### src/rtl/timer_counter.sv
// -----------------------------------------------------------------------------
// timer_counter
//
// Memory-mapped countdown timer for the CPU data bus. A word-offset register
// file (CTRL, PRESET, COUNT, optional PRESCALE) controls a four-state countdown
// FSM. When COUNT reaches its terminal value the FSM raises int_flag. irq is
// int_flag gated by the CTRL interrupt mask.
//
// Ports:
//   clk     in   1   system clock, rising edge
//   reset   in   1   asynchronous active-high reset
//   addr    in   2   word offset: 0=CTRL, 1=PRESET, 2=COUNT, 3=PRESCALE
//   we      in   1   write strobe, sampled on the rising clk edge
//   byteen  in   4   per-byte write enables
//   wdata   in  32   write data
//   rdata   out 32   combinational read data for addr
//   irq     out  1   interrupt request (IM & int_flag)
//
// CTRL: [0] EN, [2:1] MODE (01 = auto-reload, anything else = one-shot),
//       [3] IM. Bits [31:4] read as zero and are ignored on write.
//
// Optional build macro: TIMER_PRESCALE_EN
//   When it is defined, offset 3 becomes an 8-bit PRESCALE register, and an
//   internal divider slows COUNT steps to one every PRESCALE+1 cycles in CNT.
//   When it is undefined, offset 3 reads 0 and writes to it are ignored.
// -----------------------------------------------------------------------------
module timer_counter #(
   parameter int CNT_W = 32
) (
   input  logic        clk,
   input  logic        reset,
   input  logic [1:0]  addr,
   input  logic        we,
   input  logic [3:0]  byteen,
   input  logic [31:0] wdata,
   output logic [31:0] rdata,
   output logic        irq
);

   typedef enum logic [1:0] {
      IDLE = 2'd0,
      LOAD = 2'd1,
      CNT  = 2'd2,
      INT  = 2'd3
   } state_t;

   localparam logic [1:0] A_CTRL     = 2'd0;
   localparam logic [1:0] A_PRESET   = 2'd1;
   localparam logic [1:0] A_COUNT    = 2'd2;
   localparam logic [1:0] A_PRESCALE = 2'd3;

   state_t           state_q, state_d;
   logic [3:0]       ctrl_q, ctrl_d;
   logic [CNT_W-1:0] preset_q, preset_d;
   logic [CNT_W-1:0] count_q, count_d;
   logic             int_flag_q, int_flag_d;

   // PRESET is merged byte-by-byte in a full 32-bit view and then truncated
   // back to CNT_W.
   logic [31:0]      preset_ext;
   logic [31:0]      preset_merged;
   logic [3:0]       ctrl_merged;
   logic             step;

   assign preset_ext = 32'(preset_q);

   genvar gi;
   generate
      for (gi = 0; gi < 4; gi++) begin : g_lane
         assign preset_merged[8*gi +: 8] = byteen[gi] ? wdata[8*gi +: 8]
                                                      : preset_ext[8*gi +: 8];
      end
   endgenerate

   // Only the low nibble of CTRL exists, so only byte lane 0 can change it.
   assign ctrl_merged = byteen[0] ? wdata[3:0] : ctrl_q;

`ifdef TIMER_PRESCALE_EN
   logic [7:0] prescale_q, prescale_d;
   logic [7:0] div_q, div_d;

   // COUNT moves only when the divider reaches PRESCALE. PRESCALE=0 therefore
   // steps on every CNT cycle.
   assign step = (div_q == prescale_q);
`else
   assign step = 1'b1;
`endif

   always_comb begin
      state_d    = state_q;
      ctrl_d     = ctrl_q;
      preset_d   = preset_q;
      count_d    = count_q;
      int_flag_d = int_flag_q;
`ifdef TIMER_PRESCALE_EN
      prescale_d = prescale_q;
      div_d      = div_q;
`endif

      // ---------------- countdown FSM ----------------
      case (state_q)
         IDLE: begin
`ifdef TIMER_PRESCALE_EN
            div_d = 8'd0;
`endif
            if (ctrl_q[0]) begin
               state_d = LOAD;
            end
         end
         LOAD: begin
`ifdef TIMER_PRESCALE_EN
            div_d = 8'd0;
`endif
            count_d = preset_q;
            state_d = CNT;
         end
         CNT: begin
            if (!ctrl_q[0]) begin
               state_d = IDLE;
            end else if (step) begin
`ifdef TIMER_PRESCALE_EN
               div_d = 8'd0;
`endif
               // A COUNT of 0 is terminal as well, so PRESET=0 acts like PRESET=1.
               if (count_q > CNT_W'(1)) begin
                  count_d = count_q - CNT_W'(1);
               end else begin
                  count_d    = '0;
                  int_flag_d = 1'b1;
                  state_d    = INT;
               end
            end else begin
`ifdef TIMER_PRESCALE_EN
               div_d = div_q + 8'd1;
`endif
            end
         end
         INT: begin
            if (ctrl_q[2:1] == 2'b01) begin
               // Auto-reload: clearing the flag here makes irq a one-cycle pulse.
               int_flag_d = 1'b0;
               state_d    = LOAD;
            end else begin
               // One-shot: the timer disables itself and the flag stays set.
               ctrl_d[0] = 1'b0;
               state_d   = IDLE;
            end
         end
         default: begin
            state_d = IDLE;
         end
      endcase

      // ---------------- bus writes ----------------
      // These assignments come after the FSM, so a bus write to a register
      // wins over an FSM update to that register in the same cycle.
      if (we) begin
         case (addr)
            A_CTRL: begin
               ctrl_d     = ctrl_merged;
               int_flag_d = 1'b0;
            end
            A_PRESET: begin
               preset_d   = preset_merged[CNT_W-1:0];
               int_flag_d = 1'b0;
            end
            A_PRESCALE: begin
`ifdef TIMER_PRESCALE_EN
               if (byteen[0]) begin
                  prescale_d = wdata[7:0];
               end
`endif
            end
            default: begin
               // COUNT is read-only.
            end
         endcase
      end
   end

   always_ff @(posedge clk or posedge reset) begin
      if (reset) begin
         state_q    <= IDLE;
         ctrl_q     <= 4'd0;
         preset_q   <= '0;
         count_q    <= '0;
         int_flag_q <= 1'b0;
      end else begin
         state_q    <= state_d;
         ctrl_q     <= ctrl_d;
         preset_q   <= preset_d;
         count_q    <= count_d;
         int_flag_q <= int_flag_d;
      end
   end

`ifdef TIMER_PRESCALE_EN
   always_ff @(posedge clk or posedge reset) begin
      if (reset) begin
         prescale_q <= 8'd0;
         div_q      <= 8'd0;
      end else begin
         prescale_q <= prescale_d;
         div_q      <= div_d;
      end
   end
`endif

   // ---------------- read mux ----------------
   always_comb begin
      rdata = 32'd0;
      case (addr)
         A_CTRL:     rdata = {28'd0, ctrl_q};
         A_PRESET:   rdata = 32'(preset_q);
         A_COUNT:    rdata = 32'(count_q);
         A_PRESCALE: begin
`ifdef TIMER_PRESCALE_EN
            rdata = {24'd0, prescale_q};
`else
            rdata = 32'd0;
`endif
         end
         default:    rdata = 32'd0;
      endcase
   end

   // irq comes straight from flops, so an asynchronous reset drops it at once.
   assign irq = ctrl_q[3] & int_flag_q;

endmodule

### config.mk
export PLATFORM = sky130hd
export DESIGN_NAME = timer_counter
export DESIGN_NICKNAME = d
export VERILOG_FILES = /design/src/rtl/timer_counter.sv
export SDC_FILE = /design/constraint.sdc
export NUM_CORES = 1
export LEC_CHECK = 0
export CAP_MARGIN = 20
export CELL_PAD_IN_SITES_DETAIL_PLACEMENT = 0
export CELL_PAD_IN_SITES_GLOBAL_PLACEMENT = 1
export CORE_MARGIN = 4
export CORE_UTILIZATION = 44
export DETAILED_ROUTE_END_ITERATION = 8
export PLACE_DENSITY = 0.95
export SKIP_LAST_GASP = 1
export SYNTH_ARGS = -nofsm -noshare
export SYNTH_HDL_FRONTEND = slang
export SYNTH_SLANG_ARGS = --single-unit
### constraint.sdc
create_clock -name clk -period 7.84 [get_ports clk]
set_input_delay 2.352 -clock clk [delete_from_list [all_inputs] [get_ports clk]]
set_output_delay 2.352 -clock clk [all_outputs]
set_load 0.01 [all_outputs]
Figure 1. Routing congestion map.
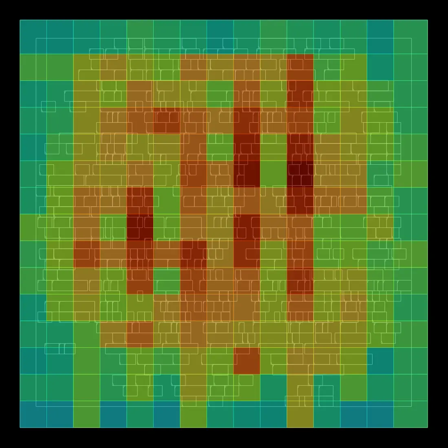
Tot GR Track Use: 21.9%
GR peak layer: met2

==> reports/results.ini <==
[run_status]
status=finished, final reports clean

[clock_network]
cts_setup_buffers=0
clock_path_buffers=2
cts-resized-gates=0
ctsHoldBuffers=0
cts_tree=built

[synth]
ys_seq_share_pct=42.6
synth-main-ff-cell=dfrtp_1
syn-mean-instance-area_um2=9.72

[sta]
period_used_pct=90.1
fin_setup_tns_ps=0
finClkSkew_ps=9.96
setup_viol=0
worstMarginPinSlew_ps=950

[pwr]
powerDensity_nw_per_um2=317
ir_drop_mv=0.152

[critical_path]
cp-end-kind=primary output
crit_arrival_ps=4710
startpoint_type=primary input

[die]
dieWidth_um=105
core-area_um2=9240
initCoreUtil_pct=45.1

[final_layout]
layout_top_cells=clkdlybuf4s50_1, dfrtp_1, mux2_2
antenna_cells=0

[detailed_routing]
dr.pass1.iters=6
drc=0

[grt]
grt_pass1_vias=3853
grt_max_degree=72
antenna_found_initial=0

[run]
drv_cap=0

[placement]
hpwlAfterDp_mm=8.03

Figure 2. M3 wires.
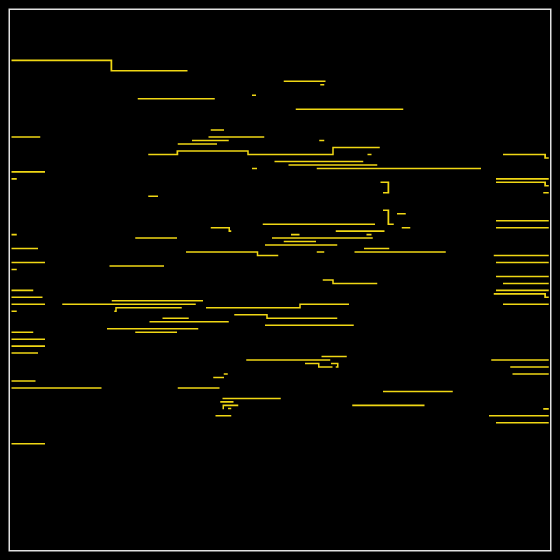
wire length on this layer	892 um
main direction	horizontal
longest straight run	31.7 um
nets with wire on the layer	76
via count: 3,831
met3 Use GR: 5.39%
Total Routed Length: 12.0 mm

[worst max path at each step]
stage	startpoint	end	slack, ps
2_1_floorplan	addr[1]	rdata[10]	1890
3_3_place_gp	addr[1]	rdata[19]	830
3_5_place_dp	addr[1]	rdata[28]	780
4_1_cts	addr[1]	rdata[28]	770
5_1_grt	addr[1]	rdata[28]	630
6_report	addr[1]	rdata[28]	780
[cell usage after synthesis, types with 3 or more instances]
master,n,area share (%)
dfrtp_1,71,43
mux2_2,35,9.4
nand2_1,33,3.0
a22o_1,32,6.7
clkbuf_1,26,2.3
nand3_1,20,2.4
a21oi_1,19,2.3
nor2_1,18,1.6
nor3_1,15,1.8
and3_1,11,1.6
o211ai_1,11,2.0
mux2i_1,10,2.4
inv_1,9,0.81
nor4_1,9,1.3
o21ai_0,9,1.1
or3_1,9,1.3
o31ai_1,7,1.3
or4_1,7,1.3
nand2b_1,6,0.90
a221o_1,5,1.2
o21ai_1,5,0.60
o311ai_0,5,1.0
a31oi_1,4,0.60
o41ai_1,4,0.84
or2_2,4,0.60
and2_1,3,0.45
buf_2,3,0.36
nor2b_1,3,0.45
[cell families after synthesis]
family	count (synthesis)	synth area share, %
multiplexers	45	11.8
flip-flops	71	42.6
AND/OR/NAND/NOR	153	20.0
adder cells (fa/ha/maj)	2	0.600
AND-OR/OR-AND	116	20.7
buffers and inverters	42	4.23
[sequential cells by signal, summed over array words and instances (netlist names)]
register and flops:
count_q 32, preset_ext 32, ctrl_q 4, state_q 2, int_flag_q 1
[cell type report]
class                           instances  area, um^2
Timing Repair Buffer                   81         791
Clock inverter                          3        40.0
Clock buffer                           13         169
Fill cell                             839        4040
Inverter                                9        33.8
Multi-Input combinational cell        316        2230
Tap cell                              129         161
Sequential cell                        71        1780
[routing by layer]
layer | GRT usage, % | share of wire, %
met1 | 30.3 | 44
met2 | 34.6 | 48
met3 | 5.39 | 7.4
met4 | 5.06 | 1.1
met5 | 0 | 0
[where the power goes]
group	internal, mW	leakage, nW	switching, mW
Sequential	0.495	0.866	0.169
Clock	0.172	0.109	0.137
Combinational	0.315	1.06	0.361
[through the flow]
| stage | hold WS [ps] | area, um^2 | setup slack (ps) | std cells |
|---|---|---|---|---|
| 2_1_floorplan | 473 | 4170 | 1890 | 429 |
| 3_3_place_gp | 504 | 4990 | 832 | 606 |
| 4_1_cts | 536 | 5200 | 769 | 622 |
| 5_1_grt | 557 | 5200 | 633 | 622 |
| 6_report | 531 | 5200 | 779 | 622 |
| 3_5_place_dp | 517 | 4990 | 778 | 606 |
[worst max-delay path: stages]
cell and delay (ps):
clkdlybuf4s50_1 670, inv_1 120, nor2_2 540, buf_4 340, a22o_1 150, clkdlybuf4s50_1 540
Power is estimated from default activity; no workload was simulated.
